## src/rtl/pwl_act_pipe.sv

```systemverilog
// Piecewise-linear activation: 3-stage pipeline (input reg, LUT read, interpolation)
// with a banked, runtime-programmable segment table and one global stall signal.
module pwl_act_pipe #(
    parameter int DATA_W    = 8,
    parameter int ADDR_W    = 4,
    parameter int NUM_BANKS = 2,
    localparam int REM_W    = DATA_W - ADDR_W,
    localparam int BANK_W   = (NUM_BANKS > 1) ? $clog2(NUM_BANKS) : 1
) (
    input  logic              clk,
    input  logic              rst,
    input  logic              in_valid,
    output logic              in_ready,
    input  logic [DATA_W-1:0] z_value,
    input  logic [BANK_W-1:0] in_bank,
    output logic              out_valid,
    input  logic              out_ready,
    output logic [DATA_W-1:0] out_a,
    input  logic              cfg_we,
    input  logic [BANK_W-1:0] cfg_bank,
    input  logic [ADDR_W-1:0] cfg_addr,
    input  logic [DATA_W-1:0] cfg_data
);

    localparam int PROD_W = DATA_W + 1 + REM_W;
    localparam logic [ADDR_W-1:0] TOP_SEG = {1'b0, {(ADDR_W-1){1'b1}}};

    // Handshake: a transfer happens on a rising edge where valid && ready.
    // The whole pipe moves as one; it only freezes when the output is held.
    logic advance;
    assign advance  = !out_valid || out_ready;
    assign in_ready = advance;

    logic [DATA_W-1:0] lut [NUM_BANKS][2**ADDR_W];

    logic              s1_valid;
    logic [DATA_W-1:0] s1_z;
    logic [BANK_W-1:0] s1_bank;

    logic              s2_valid;
    logic [DATA_W-1:0] s2_base;
    logic [DATA_W-1:0] s2_next;
    logic [REM_W-1:0]  s2_rem;

    // LUT lookup from the S1 register
    logic [ADDR_W-1:0] rd_addr;
    logic [ADDR_W-1:0] rd_addr_n;
    logic [REM_W-1:0]  rd_rem;
    logic [DATA_W-1:0] rd_base;
    logic [DATA_W-1:0] rd_next;

    assign rd_addr   = s1_z[DATA_W-1:REM_W];
    assign rd_rem    = s1_z[REM_W-1:0];
    assign rd_addr_n = rd_addr + ADDR_W'(1);
    assign rd_base   = lut[s1_bank][rd_addr];
    // The most positive segment stays flat instead of wrapping to the most negative entry.
    assign rd_next   = (rd_addr == TOP_SEG) ? rd_base : lut[s1_bank][rd_addr_n];

    // Interpolation from the S2 register: base + floor((next - base) * rem / 2^REM_W)
    logic signed [DATA_W:0]   diff;
    logic signed [PROD_W-1:0] diff_x;
    logic signed [PROD_W-1:0] rem_x;
    logic signed [PROD_W-1:0] prod;
    logic signed [DATA_W:0]   step;
    logic signed [DATA_W:0]   interp;
    logic                     unused_bits;

    assign diff   = {s2_next[DATA_W-1], s2_next} - {s2_base[DATA_W-1], s2_base};
    assign diff_x = {{REM_W{diff[DATA_W]}}, diff};
    assign rem_x  = {{(DATA_W+1){1'b0}}, s2_rem};
    assign prod   = diff_x * rem_x;
    assign step   = prod[PROD_W-1:REM_W];
    assign interp = {s2_base[DATA_W-1], s2_base} + step;
    assign unused_bits = &{1'b0, prod[REM_W-1:0], interp[DATA_W]};

    always_ff @(posedge clk) begin
        if (!rst) begin
            s1_valid  <= 1'b0;
            s1_z      <= '0;
            s1_bank   <= '0;
            s2_valid  <= 1'b0;
            s2_base   <= '0;
            s2_next   <= '0;
            s2_rem    <= '0;
            out_valid <= 1'b0;
            out_a     <= '0;
        end else if (advance) begin
            s1_valid  <= in_valid;
            s1_z      <= z_value;
            s1_bank   <= in_bank;
            s2_valid  <= s1_valid;
            s2_base   <= rd_base;
            s2_next   <= rd_next;
            s2_rem    <= rd_rem;
            out_valid <= s2_valid;
            out_a     <= interp[DATA_W-1:0];
        end
    end

    // Table is not reset; a write in the same cycle as an S2 read is seen one cycle later.
    always_ff @(posedge clk) begin
        if (cfg_we) begin
            lut[cfg_bank][cfg_addr] <= cfg_data;
        end
    end

endmodule

```

## config.mk

```make
export PLATFORM = sky130hd
export DESIGN_NAME = pwl_act_pipe
export DESIGN_NICKNAME = d
export VERILOG_FILES = /design/src/rtl/pwl_act_pipe.sv
export SDC_FILE = /design/constraint.sdc
export NUM_CORES = 1
export LEC_CHECK = 0
export CORE_UTILIZATION = 62
export CTS_CLUSTER_SIZE = 14
export DETAILED_ROUTE_END_ITERATION = 10
export PLACE_DENSITY_LB_ADDON = 0.3
export SLEW_MARGIN = 20
export SYNTH_ARGS = -nofsm -noshare
export SYNTH_HDL_FRONTEND = slang
export SYNTH_SLANG_ARGS = --single-unit
```

## constraint.sdc

```tcl
create_clock -name clk -period 6.8 [get_ports clk]
set_clock_uncertainty 0.2 [all_clocks]
set_input_delay 0.68 -clock clk [delete_from_list [all_inputs] [get_ports clk]]
set_output_delay 0.68 -clock clk [all_outputs]
set_load 0.01 [all_outputs]
```

==> results.sh, run 1 <==
# yosys + openroad results
export IMPL_status="complete, no violations"
export IMPL_cts_sinks=297
export IMPL_cts_resized=0
export IMPL_synth_simple_area_share_pct=5.78
export IMPL_syn_area_per_cell_um2=15.9
export IMPL_ant_nets=0
export IMPL_grt_max_degree=53
export IMPL_vias=8925
export IMPL_wl_met1_mm=13.3
export IMPL_dp_hpwl_mm=22.9
export IMPL_utilization_pct=70.2
export IMPL_timing_final_hold_violations=0
export IMPL_async_reset_ff_share_pct=0
export IMPL_critPathBufInv=3
export IMPL_tns_ns=0
export IMPL_power_mw=4.34
export IMPL_grt_pass1_wl_mm=53.8
export IMPL_post_dp_cell_area_um2=15700
export IMPL_fmax_mhz=165
export IMPL_clk_pin_slew_ns=0.07
export IMPL_largest_register_ffs=256
export IMPL_cts_root_buf="clkbuf_16"
export IMPL_ys_ff=297
export IMPL_rsz0062_at_grt="false"
export IMPL_cp_required_ns=7.09
export IMPL_setup_slack_ns=0.723
export IMPL_met3_usage_pct=6.84
export IMPL_xor_area_share_pct=1.48
==> run 1: placed cells by master (no fill, tap or decap), drive strengths merged, types with 11 or more instances in the layout <==
cell,instances
clkinv,15
o21ai,30
clkdlybuf4s50,30
buf,15
edfxtp,256
mux2i,11
xnor2,14
mux4,150
a21oi,46
ha,35
and2,23
fa,17
clkbuf,36
a21boi,11
dfxtp,41
nor2b,15
nand3,12
inv,42
nor2,44
nand2,69
==> run 1: layout make-up <==
| type | instances | area [um2] |
|---|---|---|
| multi-input combinational | 552 | 6200 |
| fill | 1517 | 7060 |
| timing repair buffer | 45 | 410 |
| tap | 319 | 399 |
| inverter | 41 | 154 |
| clock inverter | 18 | 163 |
| sequential | 297 | 8520 |
| clock buffer | 36 | 773 |
### Cell classes on the final placement, run 1

Drawn at 2 px/um. Fill, decap, tap and diode cells in gray.
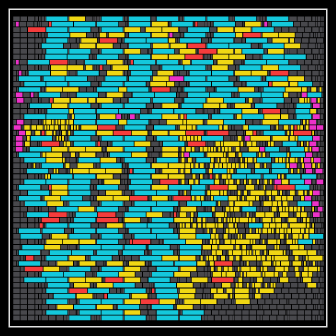
legend:
  cyan:
    class: flip-flops
    cells: 297
  magenta:
    class: other buffers and delay cells
    cells: 45
  yellow:
    class: all other logic
    cells: 593
  red:
    class: clock drivers and dummy loads
    cells: 54
fraction of area in registers: 51.2%
row count: 56
Core Area: 23700 um2

### Routed clock nets over the placement, run 1

Drawn at 3 px/um.
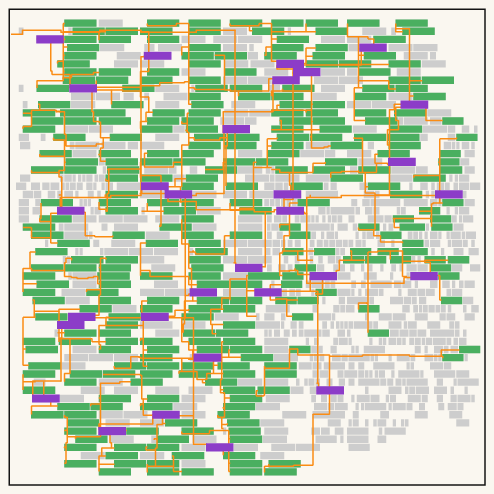
legend:
  purple:
    item: cells driving clock nets
    count: 30
  orange:
    item: clock wires
    length: 3380 um
  green:
    item: flip-flops
    count: 297
routed clock nets: 31
flops lie: spread over the die
Clock group: 1.58 mW
power share of the clock group: 36.5%
clk_lat worst skew: 0.58 ns

### Port wiring, run 1

Drawn at 2 px/um.
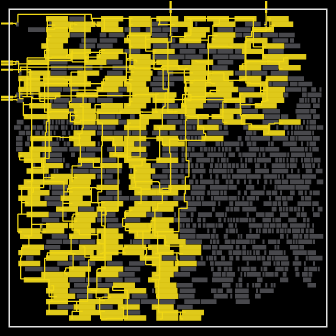
legend:
  yellow:
    port: `cfg_data`
    bits: 8
    direction: input
    edge: 6 left, 2 top
    end_cells: 256
    buffers: 8
    wire: 3140 um
IO buf count: 36
I/O Pins: 37

==> inputs of run 2 (changes only) <==
--- a/config.mk
+++ b/config.mk
@@ -5,6 +5,7 @@
 export SDC_FILE = /design/constraint.sdc
 export NUM_CORES = 1
 export LEC_CHECK = 0
+export ABC_AREA = 1
 export CORE_UTILIZATION = 62
 export CTS_CLUSTER_SIZE = 14
 export DETAILED_ROUTE_END_ITERATION = 10
### Cell classes on the final placement, run 2

Drawn at 2 px/um. Fill, decap, tap and diode cells in gray.
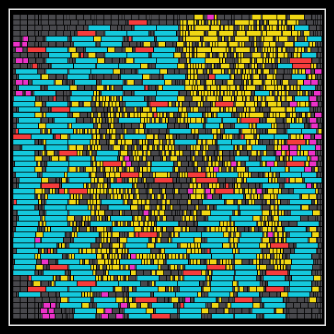
legend:
  yellow:
    class: all other logic
    cells: 1074
  red:
    class: clock drivers and dummy loads
    cells: 55
  magenta:
    class: other buffers and delay cells
    cells: 62
  cyan:
    class: flip-flops
    cells: 297
Core Area: 23500 um2
Design Area, Final: 16500 um2
Finished Core Util: 70.1%

### Port wiring, run 2

Drawn at 2 px/um.
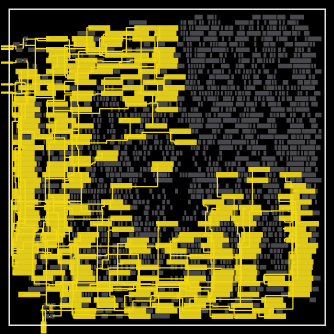
legend:
  yellow:
    port: `cfg_data`
    bits: 8
    direction: input
    edge: 5 left, 3 bottom
    end_cells: 256
    buffers: 16
    wire: 4250 um

### M2 wires, run 2

Drawn at 3 px/um. Cells faint in the background.
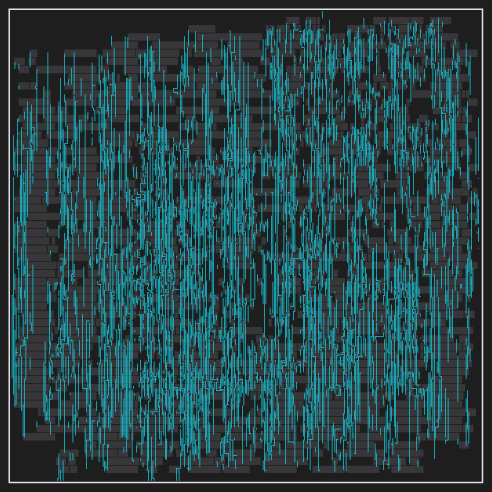
wire length on this layer: 17800 um
main direction: vertical
share of all routed wire: 47%
nets with wire on the layer: 1236
longest straight run: 61.5 um
Vias: 10900
met2 GRT Util: 50.9%
drt total wl: 37.9 mm

==> run 2 against run 1 <==
Compared with the run above:
- sequential power about the same
- final cell count increased by 38%
- clock power about the same
- first-iteration DRC count rose by 31%
- synthesized area down 1.1%
- sequential cell count unchanged
- largest cell class unchanged
- global-route usage grew 1.1 points
- die size fell by 1.1%
- setup slack improved by 0.0060 ns
- non-clock buffer count is 17 higher
- final area down 0.66%
- critical endpoint unchanged
==> results.sh, run 2 <==
# yosys + openroad results
export IMPL_syn_area_per_cell_um2=10.3
export IMPL_final_common_cell="nand2_1"
export IMPL_placementRows=56
export IMPL_setup_slack_ns=0.729
export IMPL_fmax_mhz=165
export IMPL_cp_required_ns=7.05
export IMPL_insertion_delay_ns=0.57
export IMPL_power_mw=4.55
export IMPL_synth_simple_area_share_pct=16.0
export IMPL_status="complete, no violations"
export IMPL_portBuffers=36
export IMPL_xor_area_share_pct=1.28
export IMPL_largest_register_ffs=256
export IMPL_cts_sinks=297
export IMPL_wl_met1_mm=14.9
export IMPL_met3_usage_pct=6.11
export IMPL_tns_ns=0
export IMPL_grt_pass1_wl_mm=57.3
export IMPL_clk_pin_slew_ns=0.06
export IMPL_rsz0062_at_grt="false"
export IMPL_ys_ff=297
export IMPL_timing_final_hold_violations=0
export IMPL_cts_root_buf="clkbuf_16"
export IMPL_ant_nets=0
[run 2: report_power, final]
group	leakage (nW)	switching, mW	internal [mW]
registers	2.65	0.0418	2.03
logic	3.31	0.553	0.313
clock network	0.459	0.680	0.930
[run 2: cell type report]
cell class | instances | area, um2 | area share [%]
Sequential cell | 297 | 8520 | 51.6
Inverter | 110 | 413 | 2.50
Multi-Input combinational cell | 964 | 5650 | 34.2
Clock inverter | 18 | 199 | 1.20
Timing Repair Buffer | 62 | 556 | 3.36
Clock buffer | 37 | 777 | 4.71
Tap cell | 319 | 399 | 2.42
[run 2: through the flow]
step | cells | instance area (um2)
finish | 1807 | 16500
global route | 1807 | 16500
CTS | 1807 | 16500
detailed placement | 1752 | 15500
global placement | 1752 | 15500
floorplan | 1449 | 14900
Power is estimated from default activity; no workload was simulated.
